`config.mk`:
```
export PLATFORM = sky130hd
export DESIGN_NAME = inst_fetch_unit
export DESIGN_NICKNAME = d
export VERILOG_FILES = /design/src/rtl/inst_fetch_unit.sv
export SDC_FILE = /design/constraint.sdc
export NUM_CORES = 1
export LEC_CHECK = 0
export CAP_MARGIN = 20
export CORE_AREA = 4 4 89 91
export DETAILED_ROUTE_END_ITERATION = 8
export DIE_AREA = 0 0 93 95
export DONT_BUFFER_PORTS = 1
export GPL_TIMING_DRIVEN = 0
export PLACE_DENSITY_LB_ADDON = 0.3
export SETUP_SLACK_MARGIN = 0.2
export SYNTH_ARGS = -nofsm -noshare
export SYNTH_HDL_FRONTEND = slang
export SYNTH_SLANG_ARGS = --single-unit
```
`constraint.sdc`:
```
create_clock -name clk -period 2.8 [get_ports clk]
set_clock_uncertainty 0.1 [all_clocks]
set_input_delay 0.42 -clock clk [delete_from_list [all_inputs] [get_ports clk]]
set_output_delay 0.42 -clock clk [all_outputs]
set_load 0.02 [all_outputs]
```
`src/rtl/inst_fetch_unit.sv`:
```
// Instruction fetch unit for the multi-cycle RV32I core.
// Owns the PC, issues one req/ack read per instruction, holds the fetched
// word for the control FSM and flags misaligned redirects and ack timeouts.
module inst_fetch_unit #(
  parameter logic [31:0] RESET_PC = 32'h0000_0000,
  parameter int unsigned TIMEOUT  = 16,
  parameter logic [31:0] NOP_INST = 32'h0000_0013
) (
  input  logic        clk,
  input  logic        reset,
  input  logic        fetch_start,
  input  logic        pc_advance,
  input  logic        pc_load,
  input  logic [31:0] pc_target,
  output logic        imem_req,
  output logic [31:0] imem_addr,
  input  logic [31:0] imem_rdata,
  input  logic        imem_ack,
  output logic [31:0] inst,
  output logic        inst_valid,
  output logic [31:0] pc,
  output logic [31:0] pc_plus4,
  output logic        misalign_err,
  output logic        fetch_err
);

  typedef enum logic [1:0] {
    S_IDLE  = 2'd0,
    S_WAIT  = 2'd1,
    S_VALID = 2'd2,
    S_ERROR = 2'd3
  } state_t;

  localparam logic [7:0]  TIMEOUT_CNT = 8'(TIMEOUT);
  localparam logic [31:0] PC_INIT     = {RESET_PC[31:2], 2'b00};

  state_t      state_q, state_d;
  logic [31:0] pc_q, pc_d;
  logic [31:0] inst_q, inst_d;
  logic [7:0]  cnt_q, cnt_d;
  logic [7:0]  cnt_inc;
  logic        merr_q, merr_d;
  logic        ferr_q, ferr_d;

  assign cnt_inc = cnt_q + 8'd1;

  // State, PC, instruction latch, timeout counter and sticky error flags
  always_ff @(posedge clk) begin
    if (reset) begin
      state_q <= S_IDLE;
      pc_q    <= PC_INIT;
      inst_q  <= NOP_INST;
      cnt_q   <= '0;
      merr_q  <= 1'b0;
      ferr_q  <= 1'b0;
    end else begin
      state_q <= state_d;
      pc_q    <= pc_d;
      inst_q  <= inst_d;
      cnt_q   <= cnt_d;
      merr_q  <= merr_d;
      ferr_q  <= ferr_d;
    end
  end

  // Next-state logic: fetch handshake, timeout detection and PC update
  always_comb begin
    state_d = state_q;
    pc_d    = pc_q;
    inst_d  = inst_q;
    cnt_d   = cnt_q;
    merr_d  = merr_q;
    ferr_d  = ferr_q;
    unique case (state_q)
      S_IDLE: begin
        if (fetch_start) begin
          state_d = S_WAIT;
          cnt_d   = '0;
        end
      end
      S_WAIT: begin
        // An ack in the final allowed cycle still completes the fetch.
        if (imem_ack) begin
          inst_d  = imem_rdata;
          state_d = S_VALID;
        end else begin
          cnt_d = cnt_inc;
          if (cnt_inc == TIMEOUT_CNT) begin
            ferr_d  = 1'b1;
            state_d = S_ERROR;
          end
        end
      end
      S_VALID: begin
        // pc_advance has priority; a concurrent fetch_start is dropped.
        if (pc_advance) begin
          state_d = S_IDLE;
          if (!pc_load) begin
            pc_d = pc_q + 32'd4;
          end else if (pc_target[1:0] == 2'b00) begin
            pc_d = pc_target;
          end else begin
            merr_d  = 1'b1;
            state_d = S_ERROR;
          end
        end
      end
      S_ERROR: begin
        state_d = S_ERROR;
      end
      default: begin
        state_d = S_IDLE;
      end
    endcase
  end

  assign imem_req     = (state_q == S_WAIT);
  assign imem_addr    = pc_q;
  assign inst         = inst_q;
  assign inst_valid   = (state_q == S_VALID);
  assign pc           = pc_q;
  assign pc_plus4     = pc_q + 32'd4;
  assign misalign_err = merr_q;
  assign fetch_err    = ferr_q;

endmodule

```
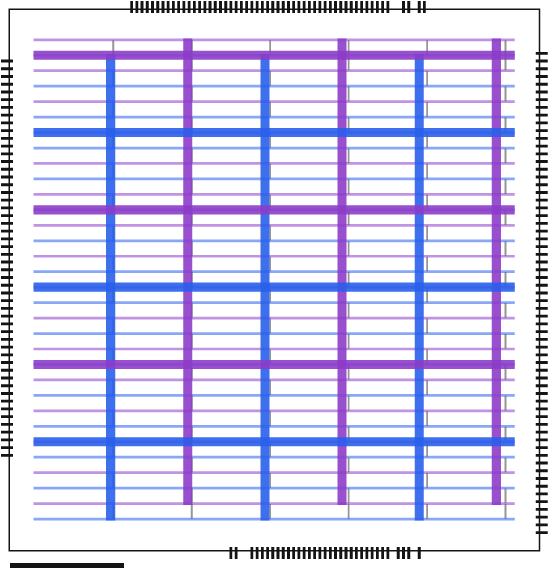
Run 1: floorplan with the power grid
Scale bar: 20 microns. Pins as bars on the die edge. Tap cells in gray.
| color | net |
|---|---|
| blue | VSS |
| purple | VDD |
tap cells: 99
signal pins: 202

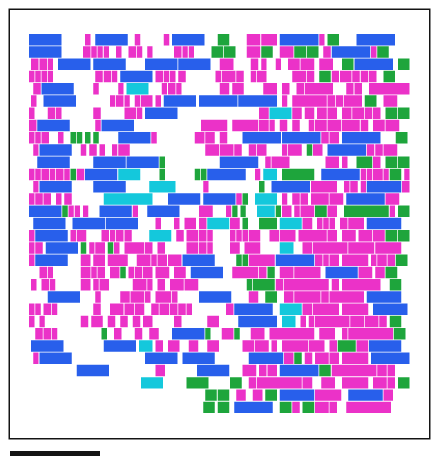
Run 1: placement by cell class
Scale bar: 20 microns.
| color | class | cells | share of their area |
|---|---|---|---|
| green | remaining buffers and delay cells | 74 | 10% |
| cyan | clock drivers and dummy loads | 16 | 4.4% |
| blue | sequential cells | 76 | 33% |
| magenta | remaining logic cells | 380 | 52% |
post-route cell area: 0.005014 sq mm
CORE AREA: 0.007137 sq mm
flop share of the area: 32.09%
# rows: 31

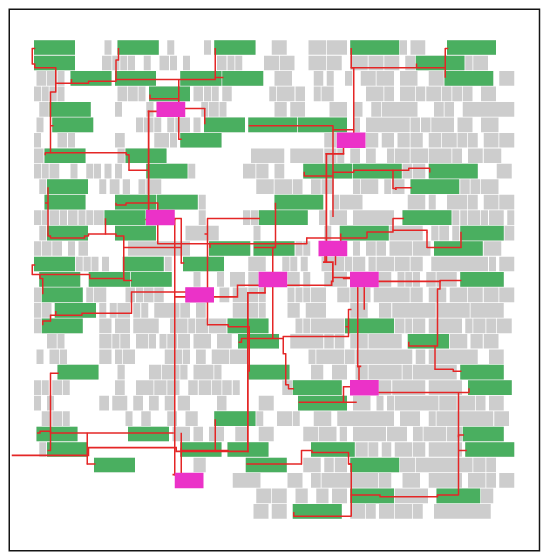
Run 1: clock wires, drivers and flops
[red] clock wires | length: 1010 microns
[magenta] clock-net drivers | count: 9
[green] flip-flops | count: 76
flops lie: all over the die
routed clock nets: 10

==> flow_metrics.py, run 1 <==
# Metrics from the implementation run
metrics = {
    "status": {
        "status": "finished clean",
    },
    "synthesis": {
        "synth_cell_types": 52,
        "synthAdderAreaFrac_pct": 0.9044,
        "yosysWarnings": 0,
        "ys.flop_type": "dfxtp_1",
        "top_area_share_pct": 36.66,
    },
    "setup_path": {
        "crit_type": "reg2out",
        "startpoint_type": "flip-flop",
    },
    "final_layout": {
        "fillerInstances": 542,
        "lay_top_count": "nand2_1",
    },
    "cts": {
        "cts_buffers": 9,
    },
    "final_timing": {
        "worst_slack_ps": 140.4,
        "finalSetupViolations": 0,
        "fin_crit_ps": 2660,
        "finalClockPeriodUsage_pct": 94.98,
    },
    "place": {
        "placed_cell_area_sq_mm": 0.004304,
        "io_buffers": 0,
    },
    "routing": {
        "drtAntennaViolNets": 0,
        "met1_length_microns": 4640,
    },
    "power": {
        "combPwrFrac_pct": 9.2,
        "sw_frac_of_total_pct": 30.51,
        "powerDensity_mw_per_mm2": 460.5,
        "clkPwrFrac_pct": 39.8,
    },
    "floorplan": {
        "io_pins": 202,
    },
    "global_route": {
        "grt_max_degree": 17,
    },
}
run 1: worst paths after layout:
path / start / to / slack, ps / cells after the start
setup / recovery: imem_addr[9] / pc_plus4[22] / 140 / 5
hold / removal: pc_target[6] / imem_addr[6] / 80 / 2
setup reg to reg: state_q[1] / imem_addr[19] / 310 / 6
hold reg to reg: cnt_q[1] / cnt_q[1] / 420 / 2
run 1: area by class of cell:
class / count / area (sq um) / area share [%]
Clock inverter: 7 / 92.59 / 1.847
Tap cell: 99 / 123.9 / 2.471
Inverter: 4 / 15.01 / 0.2995
Buffer: 68 / 444.2 / 8.859
Multi-Input combinational cell: 376 / 2541 / 50.69
Timing Repair Buffer: 6 / 63.81 / 1.273
Sequential cell: 76 / 1609 / 32.09
Clock buffer: 9 / 123.9 / 2.471
run 1: critical path, stage by stage, from the launching register on:
cell and delay, ps:
dfxtp_4 450, nand4_4 160, or3_4 470, buf_12 170, nor3_4 260, xor2_4 260
run 1: layer usage:
metal | vias up | GRT usage [%]
met4 | 0 | 14.77
met5 | - | 0
met2 | 270 | 52.79
li1 | 1844 | -
met1 | 1871 | 30.40
met3 | 48 | 11.16
run 1: power by group through the flow:
stage          clock [mW]  sequential [mW]  combinational, mW
6_report            0.920             1.18              0.213
5_1_grt             0.979             1.18              0.234
4_1_cts             0.932             1.18              0.209
3_5_place_dp            0             1.21              0.204
3_3_place_gp            0             1.21              0.198
2_1_floorplan           0             1.20              0.163
run 1: flip-flops by register name, indices dropped and copies added (netlist names):
register	cells
inst	32
imem_addr	32
cnt_q	8
state_q	2
fetch_err	1
misalign_err	1
run 1: what timing repair did:
item                                   4_1_cts  5_1_grt
setup buffers                                5        0
resized                                     73       28
cloned                                       1        0
endpoints found under the hold margin        0        0
pin swaps                                    9       10
setup endpoints to repair                   29       18
Run 1, wiring by layer:
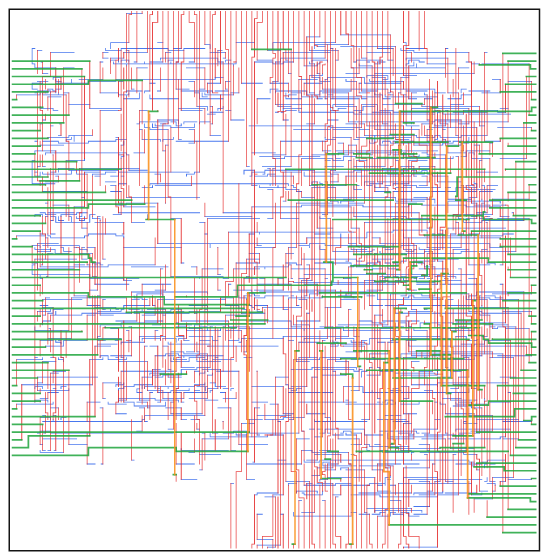

## Run 2: what changed since run 1
- CTS_CLUSTER_DIAMETER: not set -> 40
- clock period: 2.8 -> 3.2 ns (I/O delays scaled with it)
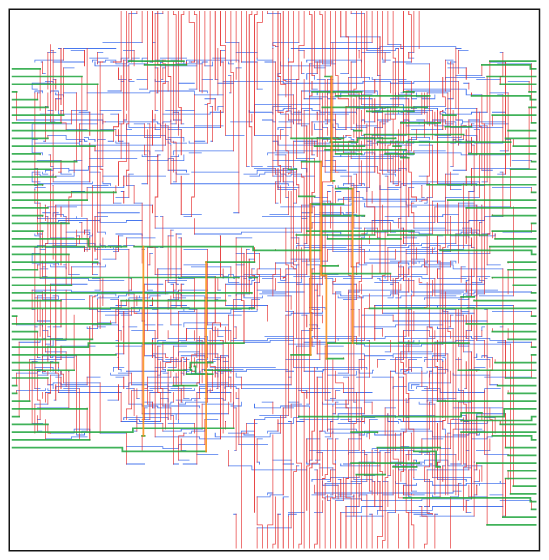
Run 2: wiring by layer
| color | layer | wire length |
|---|---|---|
| orange | M4 | 174 microns |
| green | M3 | 1590 microns |
| red | M2 | 6310 microns |
| blue | M1 | 4410 microns |
final wirelength: 12490 microns
GRT Overall Usage: 26.91%
via count: 3890
drt wl/cell: 19.48 microns

==> run 2 against run 1 <==
Worst setup slack improved by 180 ps. Final cell count shrank 0.62%. Clock power fell by 14%. Sequential cell count unchanged. First-iteration DRC count fell by 7.9%. Total power decreased by 13%. Die size unchanged. Combinational power decreased by 15%. Global-route usage decreased by 2.7 points. Sequential power is about 10% lower. Worst hold slack better by 69 ps. Core utilization down 5.1 points. Critical path type unchanged. Critical endpoint is now pc_plus4[28]. Highest routed layer unchanged.
==> flow_metrics.py, run 2 <==
# Metrics from the implementation run
metrics = {
    "status": {
        "status": "finished clean",
    },
    "final_layout": {
        "clkbuf_count": 9,
        "fillerInstances": 634,
        "final_area_sq_mm": 0.004649,
        "largest_class": "multi-input combinational cells",
        "clock_area_share_pct": 4.548,
        "lay_top_count": "nand2_1",
        "flop-count": 76,
        "final_util_pct": 65.15,
        "comb_cells": 376,
        "n_all_buffers": 70,
        "seq_share_pct": 33.15,
        "comb-cell-share_pct": 49.54,
        "regArea_sq_mm": 0.001541,
        "logic_area_sq_mm": 0.002303,
    },
    "final_timing": {
        "setup_tns_ps": 0,
        "fin_crit_ps": 2878,
        "finalClockPeriodUsage_pct": 89.92,
    },
    "routing": {
        "met1_length_microns": 4412,
        "met2_length_microns": 6314,
        "drtAntennaViolNets": 0,
    },
    "power": {
        "combPwrFrac_pct": 9.1,
        "powerDensity_mw_per_mm2": 433.2,
        "sw_frac_of_total_pct": 29.71,
        "clkPwrFrac_pct": 39.4,
    },
    "hold_path": {
        "holdPathEnd": "imem_addr[5]",
        "holdCritStartpoint": "pc_target[5]",
        "hold_depth": 2,
    },
    "setup_path": {
        "ff2ff_setup_slack_ps": 840,
        "crit_type": "reg2out",
        "arrival_ps": 2300,
        "startpoint_type": "flip-flop",
        "worstReg2RegStart": "state_q[1]",
    },
    "place": {
        "placed_cell_area_sq_mm": 0.004274,
    },
    "synthesis": {
        "ys.flop_type": "dfxtp_1",
        "ys_cells": 524,
        "yosysWarnings": 0,
        "top_area_share_pct": 36.66,
    },
    "global_route": {
        "grt_overflow": 0,
    },
    "cts": {
        "cts_buffers": 9,
    },
    "floorplan": {
        "core_sq_mm": 0.007137,
        "io_pins": 202,
        "nWellTaps": 99,
        "die_area_sq_mm": 0.008835,
    },
}
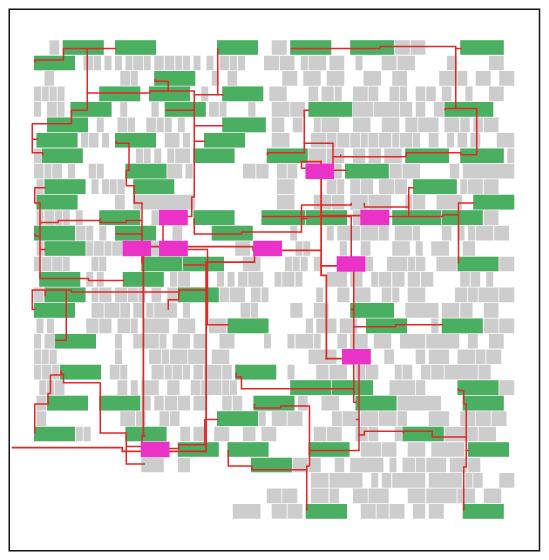
Run 2: clock wires, drivers and flops
[magenta] clock-net drivers | count: 9
[red] clock wires | length: 963 microns
[green] flip-flops | count: 76
flops lie: all over the die

## run 2: cell counts after synthesis
Identical to the previous run, type by type.
## run 2: what timing repair did
item | 4_1_cts | 5_1_grt
gates resized | 11 | 21
setup buffers | 0 | 2
pin swaps | 0 | 1
setup endpoints to repair | 14 | 13
hold buffers | 0 | 0
## run 2: worst max-delay path, stage by stage (launching register included)
cell and delay, ps:
dfxtp_4 440, ha_4 190, nand3_2 160, or3_1 390
buf_6 160, nor3_2 240, xor2_2 360
## run 2: power groups by stage
stage	clock, mW	combinational, mW	sequential [mW]
final	0.793	0.182	1.04
after global routing	0.843	0.201	1.04
after CTS	0.800	0.179	1.04
after detailed placement	0	0.178	1.06
after global placement	0	0.173	1.06
after floorplan	0	0.142	1.05
## run 2: per-layer routing
layer	GRT usage (%)	vias up
met5	0	-
met4	7.937	0
met2	47.99	224
met1	29.85	1831
li1	-	1820
met3	10.12	15
## run 2: logic make-up after synthesis
logic type	Yosys count	synth area share, %
AOI/OAI and AO/OA	121	17.85
xor gates and xnor gates	30	6.331
adders and majority gates	3	0.9045
buffers and inverters	72	10.82
DFF	76	36.66
muxes	1	0.2412
and+or+nand+nor	221	27.19
## run 2: how the worst max path moves through the flow
stage | start | end | slack, ps | depth (start not counted)
after floorplan | imem_addr[2] | pc_plus4[24] | 540 | 6
after global placement | imem_addr[2] | pc_plus4[28] | 210 | 6
after detailed placement | imem_addr[2] | pc_plus4[28] | 180 | 6
after CTS | imem_addr[4] | pc_plus4[27] | 150 | 5
after global routing | imem_addr[2] | pc_plus4[28] | 210 | 6
final | imem_addr[3] | pc_plus4[28] | 320 | 6
Run 2, routing congestion:
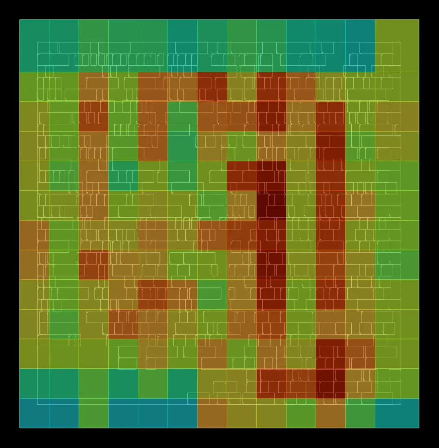

## Run 3: what changed since run 2
- CORE_AREA: 4 4 89 91 -> 5 5 90 92
- DIE_AREA: 0 0 93 95 -> 0 0 95 97
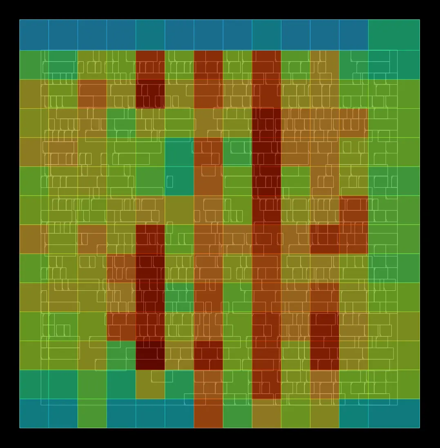
Run 3: routing congestion
GR Util met1: 30.42%
Top Usage Layer GRT: met2

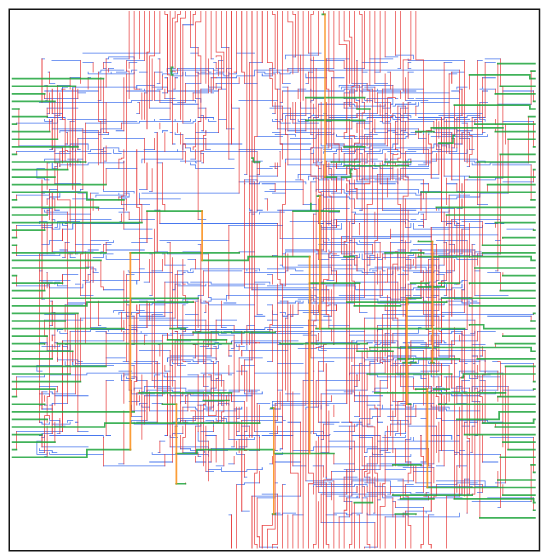
Run 3: wiring by layer
| color | layer | wire length |
|---|---|---|
| red | M2 | 6330 microns |
| orange | M4 | 224 microns |
| blue | M1 | 4770 microns |
| green | M3 | 1520 microns |
GRT Overall Usage: 26.40%
final wirelength: 12840 microns

==> run 3 against run 2 <==
Sequential share of layout area about the same. Worst hold slack worse by 26 ps. Maximum frequency shrank 0.42%. Combinational power hardly changed. Count of clock-buffer cells in the layout unchanged. Sequential cell count stayed put. Largest cell class unchanged. Via count increased by 0.33%.
==> flow_metrics.py, run 3 <==
# Metrics from the implementation run
metrics = {
    "cts": {
        "cts_resized": 18,
        "holdBufCountCts": 0,
    },
    "setup_path": {
        "crit_buf_inv": 1,
        "rr_worst_depth": 6,
        "worst_r2r_endpoint": "imem_addr[8]",
        "endpoint": "pc_plus4[22]",
        "arrival_ps": 2310,
        "worstReg2RegStart": "state_q[1]",
        "crit_path_max_incr_delay_ps": 440,
        "startpoint_type": "flip-flop",
    },
    "routing": {
        "dr_total_vias": 3903,
        "drtAntennaViolNets": 0,
    },
    "global_route": {
        "grt_overflow": 0,
        "grt_max_degree": 17,
    },
    "synthesis": {
        "yosysWarnings": 0,
        "aoi_share_pct": 17.85,
        "top_logic_kind": "simple AND/OR/NAND/NOR gates",
        "synth_cell_types": 52,
        "synthAdderAreaFrac_pct": 0.9044,
        "ys_sh_simple_pct": 27.19,
        "top_area_share_pct": 36.66,
        "synth-xor-area-share_pct": 6.331,
    },
    "floorplan": {
        "core_sq_mm": 0.007137,
        "num_rows": 31,
        "die_area_sq_mm": 0.009215,
        "io_pins": 202,
    },
    "final_timing": {
        "fin_crit_ps": 2890,
        "finalClockPeriodUsage_pct": 90.30,
        "setup_tns_ps": 0,
        "finalSetupViolations": 0,
        "worst_slack_ps": 310.4,
    },
    "status": {
        "status": "finished clean",
    },
    "final_layout": {
        "fillerInstances": 639,
        "final_util_pct": 65.22,
        "lay_top_count": "nand2_1",
        "final_area_sq_mm": 0.004654,
    },
    "power": {
        "powerDensity_mw_per_mm2": 436.6,
    },
    "place": {
        "placed_cell_area_sq_mm": 0.004274,
        "io_buffers": 0,
    },
}
[run 3: cell types whose count changed in the layout (fill, tap and decap cells not counted), sizes merged]
cell / change
inv: -2
clkinv: +2
[run 3: layer usage]
metal | track usage, % | vias to the layer above | wire [microns]
met2 | 44.69 | 221 | 6326
met3 | 10.09 | 22 | 1521
li1 | - | 1837 | -
met4 | 7.991 | 0 | 224
met1 | 30.42 | 1823 | 4771
met5 | 0 | - | 0
[run 3: layout make-up]
type | instances | area (sq um) | area share (%)
plain buffers | 68 | 434.2 | 9.328
repair buffers | 2 | 20.02 | 0.4301
clock buffers | 9 | 123.9 | 2.661
flip-flops and latches | 76 | 1541 | 33.12
well taps | 99 | 123.9 | 2.661
clock inverters | 7 | 92.59 | 1.989
multi-input cells | 376 | 2303 | 49.49
inverters | 4 | 15.01 | 0.3226
[run 3: logic make-up (layout without fill, tap and decap cells)]
family	Yosys count	after routing
AND-OR/OR-AND	121	121
buffers and inverters	72	90
XOR/XNOR	30	30
multiplexers	1	1
flip-flops	76	76
AND/OR/NAND/NOR	221	221
adder cells (fa/ha/maj)	3	3
[run 3: power by group]
group          internal [mW]  switching (mW)  total (mW)
Sequential             0.974          0.0666        1.04
Combinational         0.0609           0.122       0.183
Clock                  0.381           0.429       0.809
Total                   1.42           0.617        2.03
[run 3: how the worst min path moves through the flow]
| stage | from | to | slack, ps | cells after the start |
|---|---|---|---|---|
| after floorplan | cnt_q[1] | cnt_q[1] | 370 | 2 |
| after global placement | cnt_q[1] | cnt_q[1] | 390 | 2 |
| after detailed placement | cnt_q[1] | cnt_q[1] | 400 | 2 |
| after CTS | pc_target[6] | imem_addr[6] | 110 | 2 |
| after global routing | imem_rdata[10] | inst[10] | 120 | 2 |
| final | pc_target[5] | imem_addr[5] | 120 | 2 |
Power is estimated from default activity; no workload was simulated.
